==> images/util_map.png <==
(3 px per um) The die is cut into 14 by 7 equal tiles; white is low, dark blue is high, 0 to 100% covered.
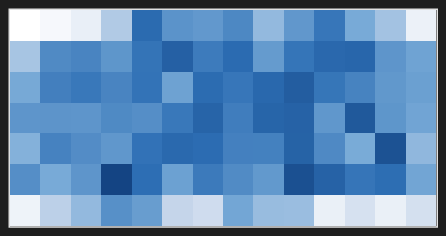
==> images/ff_map.png <==
(4 px per um) Other sequential cells in the stronger grey, the rest of the logic in the fainter grey.
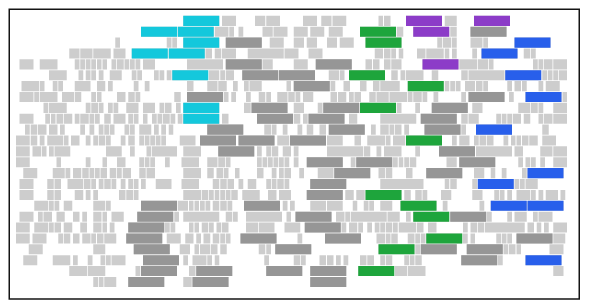
==> images/floorplan.png <==
(3 px per um) Pins as bars on the die edge. Tap cells in grey.
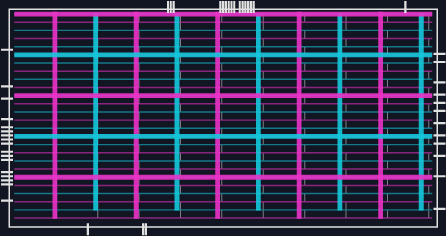
==> images/clock_nets.png <==
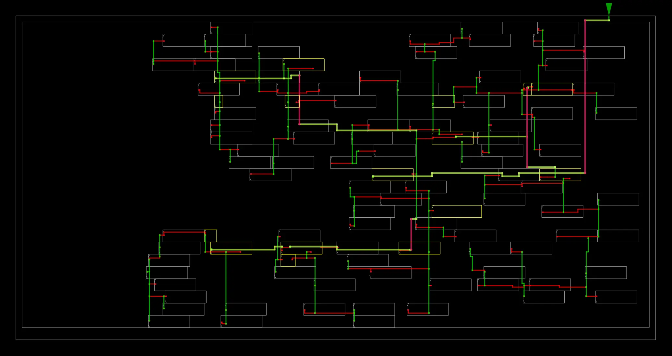
==> images/layers.png <==
(4 px per um)
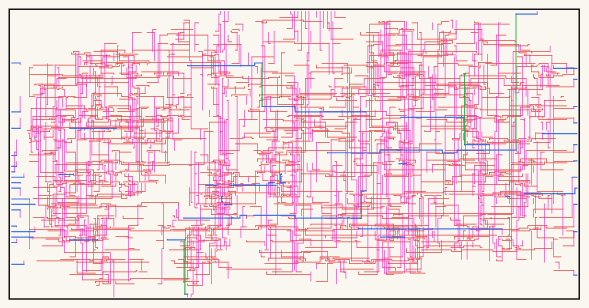
==> src/rtl/score_display_multi.sv <==
// score_display_multi: draws an N-digit decimal score as seven-segment glyphs
// on the VGA pixel stream.
//
// A binary score is converted to BCD by a sequential shift-add-3 engine. The
// converted digits land in a shadow buffer and are copied to the displayed
// (active) buffer only at frame start (x_loc == 0, y_loc == 0), so a frame
// never shows a mix of old and new digits.
//
// Ports:
//   clk_d     in   pixel clock
//   rst_n     in   asynchronous active-low reset
//   x_loc     in   current pixel column
//   y_loc     in   current pixel row
//   video_on  in   active display area
//   state     in   game FSM state; score drawn only when state == SHOW_STATE
//   score     in   binary score
//   red       out  red channel   (registered, 2-cycle latency from x/y)
//   green     out  green channel (registered, 2-cycle latency from x/y)
//   blue      out  blue channel  (registered, 2-cycle latency from x/y)
//   busy      out  BCD conversion in progress
module score_display_multi #(
    parameter int unsigned NUM_DIGITS = 3,
    parameter int unsigned SCORE_W    = 10,
    parameter int unsigned X_POS      = 100,
    parameter int unsigned Y_POS      = 100,
    parameter int unsigned DIGIT_W    = 40,
    parameter int unsigned DIGIT_H    = 60,
    parameter int unsigned STROKE     = 10,
    parameter int unsigned GAP        = 10,
    parameter logic [11:0] FG         = 12'hFFF,
    parameter logic [11:0] BG         = 12'h000,
    parameter logic [1:0]  SHOW_STATE = 2'b10,
    parameter bit          BLANK_LZ   = 1'b1
) (
    input  logic               clk_d,
    input  logic               rst_n,
    input  logic [9:0]         x_loc,
    input  logic [9:0]         y_loc,
    input  logic               video_on,
    input  logic [1:0]         state,
    input  logic [SCORE_W-1:0] score,
    output logic [3:0]         red,
    output logic [3:0]         green,
    output logic [3:0]         blue,
    output logic               busy
);

    // The BCD engine is sized for the full input range so that values above
    // the displayable maximum still convert cleanly before saturation.
    localparam int unsigned BCD_FULL = (SCORE_W + 2) / 3;
    localparam int unsigned BCD_N    = (BCD_FULL > NUM_DIGITS) ? BCD_FULL : NUM_DIGITS;
    localparam int unsigned BCD_W    = 4 * BCD_N;
    localparam int unsigned DIG_W    = 4 * NUM_DIGITS;
    localparam int unsigned CNT_W    = $clog2(SCORE_W + 1);
    localparam int unsigned PITCH    = DIGIT_W + GAP;
    localparam int unsigned BOX_W    = NUM_DIGITS * DIGIT_W + (NUM_DIGITS - 1) * GAP;

    function automatic int unsigned pow10(input int unsigned n);
        int unsigned r;
        r = 1;
        for (int unsigned k = 0; k < n; k++) r = r * 10;
        return r;
    endfunction

    localparam int unsigned MAX_VAL = pow10(NUM_DIGITS) - 1;

    typedef enum logic [1:0] {
        StIdle = 2'd0,
        StConv = 2'd1,
        StDone = 2'd2
    } conv_st_e;

    // ------------------------------------------------------------------
    // Converter and digit buffers
    // ------------------------------------------------------------------
    conv_st_e           conv_st_q, conv_st_d;
    logic [SCORE_W-1:0] last_score_q, last_score_d;
    logic [SCORE_W-1:0] bin_q, bin_d;
    logic [BCD_W-1:0]   bcd_q, bcd_d;
    logic [BCD_W-1:0]   bcd_adj;
    logic [CNT_W-1:0]   cnt_q, cnt_d;
    logic               busy_q, busy_d;
    // Nibble k holds the 10^k digit.
    logic [DIG_W-1:0]   shadow_q, shadow_d;
    logic [DIG_W-1:0]   active_q, active_d;

    always_comb begin
        conv_st_d    = conv_st_q;
        last_score_d = last_score_q;
        bin_d        = bin_q;
        bcd_d        = bcd_q;
        cnt_d        = cnt_q;
        busy_d       = busy_q;
        shadow_d     = shadow_q;
        active_d     = active_q;

        for (int unsigned k = 0; k < BCD_N; k++) begin
            bcd_adj[4*k +: 4] = (bcd_q[4*k +: 4] >= 4'd5) ? bcd_q[4*k +: 4] + 4'd3
                                                           : bcd_q[4*k +: 4];
        end

        unique case (conv_st_q)
            StIdle: begin
                if (score != last_score_q) begin
                    last_score_d = score;
                    bin_d        = score;
                    bcd_d        = '0;
                    cnt_d        = '0;
                    busy_d       = 1'b1;
                    conv_st_d    = StConv;
                end
            end
            StConv: begin
                {bcd_d, bin_d} = {bcd_adj, bin_q} << 1;
                cnt_d          = cnt_q + 1'b1;
                if (cnt_q == CNT_W'(SCORE_W - 1)) conv_st_d = StDone;
            end
            StDone: begin
                // last_score_q only moves in StIdle, so it still holds the
                // value that was just converted.
                if (32'(last_score_q) > MAX_VAL) begin
                    shadow_d = {NUM_DIGITS{4'd9}};
                end else begin
                    shadow_d = bcd_q[DIG_W-1:0];
                end
                busy_d    = 1'b0;
                conv_st_d = StIdle;
            end
            default: conv_st_d = StIdle;
        endcase

        // Reads shadow_q, so a shadow write in this same cycle shows next frame.
        if (x_loc == 10'd0 && y_loc == 10'd0) active_d = shadow_q;
    end

    // ------------------------------------------------------------------
    // Pixel stage 1: box/cell decode and local coordinates
    // ------------------------------------------------------------------
    logic        vid_q, vid_d;
    logic        show_q, show_d;
    logic        inbox_q, inbox_d;
    logic [2:0]  idx_q, idx_d;
    logic [9:0]  lx_q, lx_d;
    logic [9:0]  ly_q, ly_d;
    logic        incell_q, incell_d;
    logic [15:0] x_w, y_w, dx, lx_w;

    always_comb begin
        x_w      = {6'd0, x_loc};
        y_w      = {6'd0, y_loc};
        vid_d    = video_on;
        show_d   = (state == SHOW_STATE);
        inbox_d  = (x_w >= 16'(X_POS)) && (x_w < 16'(X_POS + BOX_W)) &&
                   (y_w >= 16'(Y_POS)) && (y_w < 16'(Y_POS + DIGIT_H));
        dx       = x_w - 16'(X_POS);
        idx_d    = '0;
        lx_w     = dx;
        // Last cell start not beyond dx wins; only meaningful inside the box.
        for (int unsigned i = 0; i < NUM_DIGITS; i++) begin
            if (dx >= 16'(i * PITCH)) begin
                idx_d = 3'(i);
                lx_w  = dx - 16'(i * PITCH);
            end
        end
        lx_d     = lx_w[9:0];
        ly_d     = y_loc - 10'(Y_POS);
        incell_d = (lx_w < 16'(DIGIT_W));
    end

    // ------------------------------------------------------------------
    // Pixel stage 2: glyph lookup, segment hit, colour
    // ------------------------------------------------------------------
    logic [3:0]            digit;
    logic                  blank;
    logic [NUM_DIGITS-1:0] blank_vec;
    logic                  seen_nz;
    logic [6:0]            segs;    // {a,b,c,d,e,f,g}
    logic                  in_a, in_d, in_g, top, left, right, hit;
    logic [11:0]           rgb_q, rgb_d;

    always_comb begin
        // Leading-zero mask over the displayed digits, MS digit first.
        seen_nz = 1'b0;
        for (int unsigned i = 0; i < NUM_DIGITS; i++) begin
            if (active_q[4*(NUM_DIGITS-1-i) +: 4] != 4'd0) seen_nz = 1'b1;
            blank_vec[i] = BLANK_LZ && !seen_nz && (i != NUM_DIGITS - 1);
        end

        digit = 4'd0;
        blank = 1'b0;
        for (int unsigned i = 0; i < NUM_DIGITS; i++) begin
            if (idx_q == 3'(i)) begin
                digit = active_q[4*(NUM_DIGITS-1-i) +: 4];
                blank = blank_vec[i];
            end
        end

        unique case (digit)
            4'd0:    segs = 7'b1111110;
            4'd1:    segs = 7'b0110000;
            4'd2:    segs = 7'b1101101;
            4'd3:    segs = 7'b1111001;
            4'd4:    segs = 7'b0110011;
            4'd5:    segs = 7'b1011011;
            4'd6:    segs = 7'b1011111;
            4'd7:    segs = 7'b1110000;
            4'd8:    segs = 7'b1111111;
            4'd9:    segs = 7'b1111011;
            default: segs = 7'b0000000;
        endcase

        in_a  = ly_q < 10'(STROKE);
        in_d  = ly_q >= 10'(DIGIT_H - STROKE);
        in_g  = (ly_q >= 10'(DIGIT_H / 2 - STROKE / 2)) &&
                (ly_q <  10'(DIGIT_H / 2 + STROKE / 2));
        top   = ly_q < 10'(DIGIT_H / 2);
        left  = lx_q < 10'(STROKE);
        right = lx_q >= 10'(DIGIT_W - STROKE);

        hit = (segs[6] && in_a) ||
              (segs[5] && right && top) ||
              (segs[4] && right && !top) ||
              (segs[3] && in_d) ||
              (segs[2] && left && !top) ||
              (segs[1] && left && top) ||
              (segs[0] && in_g);

        if (vid_q && show_q && inbox_q) begin
            rgb_d = (incell_q && !blank && hit) ? FG : BG;
        end else begin
            rgb_d = 12'h000;
        end
    end

    always_ff @(posedge clk_d or negedge rst_n) begin
        if (!rst_n) begin
            conv_st_q    <= StIdle;
            last_score_q <= '0;
            bin_q        <= '0;
            bcd_q        <= '0;
            cnt_q        <= '0;
            busy_q       <= 1'b0;
            shadow_q     <= '0;
            active_q     <= '0;
            vid_q        <= 1'b0;
            show_q       <= 1'b0;
            inbox_q      <= 1'b0;
            idx_q        <= '0;
            lx_q         <= '0;
            ly_q         <= '0;
            incell_q     <= 1'b0;
            rgb_q        <= '0;
        end else begin
            conv_st_q    <= conv_st_d;
            last_score_q <= last_score_d;
            bin_q        <= bin_d;
            bcd_q        <= bcd_d;
            cnt_q        <= cnt_d;
            busy_q       <= busy_d;
            shadow_q     <= shadow_d;
            active_q     <= active_d;
            vid_q        <= vid_d;
            show_q       <= show_d;
            inbox_q      <= inbox_d;
            idx_q        <= idx_d;
            lx_q         <= lx_d;
            ly_q         <= ly_d;
            incell_q     <= incell_d;
            rgb_q        <= rgb_d;
        end
    end

    assign red   = rgb_q[11:8];
    assign green = rgb_q[7:4];
    assign blue  = rgb_q[3:0];
    assign busy  = busy_q;

endmodule
==> config.mk <==
export PLATFORM = sky130hd
export DESIGN_NAME = score_display_multi
export DESIGN_NICKNAME = d
export VERILOG_FILES = /design/src/rtl/score_display_multi.sv
export SDC_FILE = /design/constraint.sdc
export NUM_CORES = 1
export LEC_CHECK = 0
export ABC_AREA = 1
export CAP_MARGIN = 25
export CORE_ASPECT_RATIO = 0.5
export CORE_MARGIN = 1
export CORE_UTILIZATION = 52
export CTS_CLUSTER_SIZE = 8
export DETAILED_ROUTE_END_ITERATION = 16
export GPL_TIMING_DRIVEN = 0
export PLACE_DENSITY = 0.73
export SLEW_MARGIN = 20
export SYNTH_ARGS = -nofsm -noshare
export SYNTH_HDL_FRONTEND = slang
export SYNTH_SLANG_ARGS = --single-unit
==> constraint.sdc <==
create_clock -name clk_d -period 5.4 [get_ports clk_d]
set_clock_uncertainty 0.05 [all_clocks]
set_input_delay 1.08 -clock clk_d [delete_from_list [all_inputs] [get_ports clk_d]]
set_output_delay 1.08 -clock clk_d [all_outputs]
set_load 0.05 [all_outputs]
==> results.ini <==
[place]
post-place-ws_ps = 1720
place_inst = 820
portBuffers = 47
dpl-instance-area_um2 = 5770
gp_congestion = 0.841
hpwl_um = 7860

[detailed_routing]
vias_per_cell = 5.06
first_iter_violations = 284
ant_nets = 0
drc = 0
wl_per_cell_um = 12.6
firstDrtPassIters = 4

[die]
die-area_um2 = 10200
fp-row-count = 25
ioPinCount = 48

[sta]
setup_viol = 0
finalHoldViolCount = 0
tightest_slew_ps = 599
rsz0062_at_grt = no
finalCritPeriodShare_pct = 62.0
hold_ws_ps = 443
fmax_mhz = 299
worst_slack_ps = 2050
slew_viol_final = 0
period_minus_slack_ps = 3350
setup_tns_ps = 0
slew_headroom_pct = 59.8

[grt]
overflow = 0
grt_first_pass_wirelength_um = 17600
antenna_found_initial = 0
grt_max_degree = 50
grt_pass1_vias = 3969

[critical_path]
cpPeakStageDelay_ps = 660
crit_path_frequent_cell = nor2_1
path_cells = clkdlybuf4s50_1 > inv_2 > ha_1 > nand2_4 > nand2_1 > nand2_1 > nand2_2 > nor2_1 > nand4_1 > nand3_4 > buf_6 > nor2_1 > a21oi_1 > nand3_1 > nor2_1
worstSetupEndpointType = flip-flop
crit_slowest_cell = clkdlybuf4s50_1
arrival_ps = 3560
critPathMaxFanout = 10
critPathLaunchType = input pin
path_buffers = 3
crit_required_ps = 5610
worstSetupPathType = input pin to flip-flop
crit_family = simple AND/OR/NAND/NOR gates

[clock_tree]
cts.sinks = 89
cts_tree = built
clk_pin_slew_ps = 60
cts.repair.resized = 0
post-cts-setup-buffer-count = 0
clockBufferDepth = 2
htreeDepth = 3
hold_buffers = 0
cts_root_buffer = clkbuf_16

[finish]
layout_top_cells_excl_fill_tap = 138 x nand2_1, 89 x dfrtp_1, 81 x inv_1, 58 x nor2_1, 48 x o21ai_0
antenna_cells = 0
mostFrequentLayoutCell = nand2_1
stdcell_area_um2 = 6070
instances_no_fill = 836
fin_nets = 754
area_growth_syn_to_layout_pct = 19.0
drive_gt1_share_pct = 9.84

[yosys]
ys_cells = 637
synthesis.nets = 695
post-synth-top-area-fraction_pct = 43.6
yosysTopAreaCell = dfrtp_1
ys_area_um2 = 5110
syn-instance-count = 637
async_flop_share_pct = 100
area_leaders = dfrtp_1 44%, nand2_1 10%, inv_1 6.0%
synth_flops = 89
synth_area_um2 = 5110
synthTopCellsByCount = 138 x nand2_1, 89 x dfrtp_1, 81 x inv_1, 58 x nor2_1, 48 x o21ai_0
yosysWarnings = 0
top_cell = nand2_1
ff_type = dfrtp_1
ys_seq_share_pct = 43.6
synth_cell_types = 44
syn_area_per_cell_um2 = 8.02
edf_count = 0

[run]
warning_count = 41
cap_violations = 0

[hold_path]
hold_class = flip-flop to flip-flop

[power]
p_leak_nw = 3.00
finalPower_mw = 2.43
pwr_density_cell_nw_per_um2 = 400

[outcome]
status = finished clean

-- util_map.png (at the start) --
The mean over all tiles is 58%. 1.0% of the tiles are nearly empty. The fullest tile reaches 92%. The densest ninth of the die: middle. 21% of the tiles are over 75% full.
FP Core Util: 53.9%
Core ar.: 9480 um2
post-layout util: 64.1%

-- ff_map.png (at the start) --
Key: last_score_q = blue [sequential cells 10]; cnt_q = purple [sequential cells 4, where top right]; bcd_q = green [sequential cells 12]; lx_q = cyan [sequential cells 9]
Another 54 sequential cells are not coloured.
Reg area: 2230 um2
sequential share of cell area: 36.7%
flip-flop and latch power: 0.990 mW

-- floorplan.png (at the start) --
Key: VSS = magenta; VDD = cyan
135 tap cells. 5 straps on met5. 48 signal pins sit on the boundary. The core has 25 rows.
Die Wd: 142 um
maximum vdd drop: 0.168 mV

-- clock_nets.png (at the start) --
Num CTS Buffers: 9
P_clk: 0.626 mW
Clock buffer cells: 10
Seq cells: 89
Late-Pin Clk Latency: 340 ps

-- layers.png (at the start) --
Key: M4 = green [wire length 83.0 um]; M2 = magenta [wire length 5020 um]; M1 = red [wire length 5090 um]; M3 = blue [wire length 344 um]
via count: 4233
final wirelength: 10500 um
GRT Overall Usage: 22.0%

[cell type report]
class | instances | area, um2
buffer | 22 | 131
clock buffer | 10 | 239
clock inverter | 6 | 65.1
fill | 836 | 3400
inverter | 89 | 335
multi-input combinational | 437 | 2410
sequential | 89 | 2230
tap | 135 | 169
timing repair buffer | 48 | 495
[kinds of logic (layout without fill, tap and decap cells)]
| kind of cell | after synthesis | after routing | share of synthesized area [%] |
|---|---|---|---|
| adders and majority gates | 23 | 23 | 5.64 |
| AOI/OAI and AO/OA | 97 | 97 | 11.1 |
| DFF | 89 | 89 | 43.6 |
| buffers and inverters | 111 | 175 | 9.14 |
| muxes | 6 | 6 | 1.32 |
| xor gates and xnor gates | 22 | 22 | 3.77 |
| and+or+nand+nor | 289 | 289 | 25.5 |
[final timing paths]
kind | startpoint | end | slack (ps) | cells past startpoint
min in group asynchronous | rst_n | last_score_q[0] | 660 | 1
min | active_q[9] | active_q[9] | 440 | 2
max reg2reg | idx_q[1] | rgb_q[10] | 2960 | 13
max in group asynchronous | rst_n | active_q[9] | 3980 | 2
min reg2reg | active_q[9] | active_q[9] | 440 | 2
max | x_loc[2] | incell_q | 2050 | 15
[power by group]
group          leakage [nW]  internal, mW  total [mW]  switching (mW)
Clock                 0.149         0.372       0.626           0.254
Combinational          1.75         0.311       0.817           0.505
Sequential             1.10         0.872       0.990           0.119
[layer usage]
layer  global-route usage [%]  wire (um)
met5                        0          0
met4                     5.62         82
met3                     5.28        343
met2                     38.9       5020
met1                     27.2       5090
[registers in the layout, indices dropped and copies added (netlist names)]
signal        cells
active_q         12
bcd_q            12
shadow_q         12
bin_q            10
last_score_q     10
ly_q             10
lx_q              9
cnt_q             4
conv_st_q         2
idx_q             2
busy              1
inbox_q           1
incell_q          1
rgb_q             1
show_q            1
vid_q             1
No activity file was given, so power comes from the tool's default toggle rates.
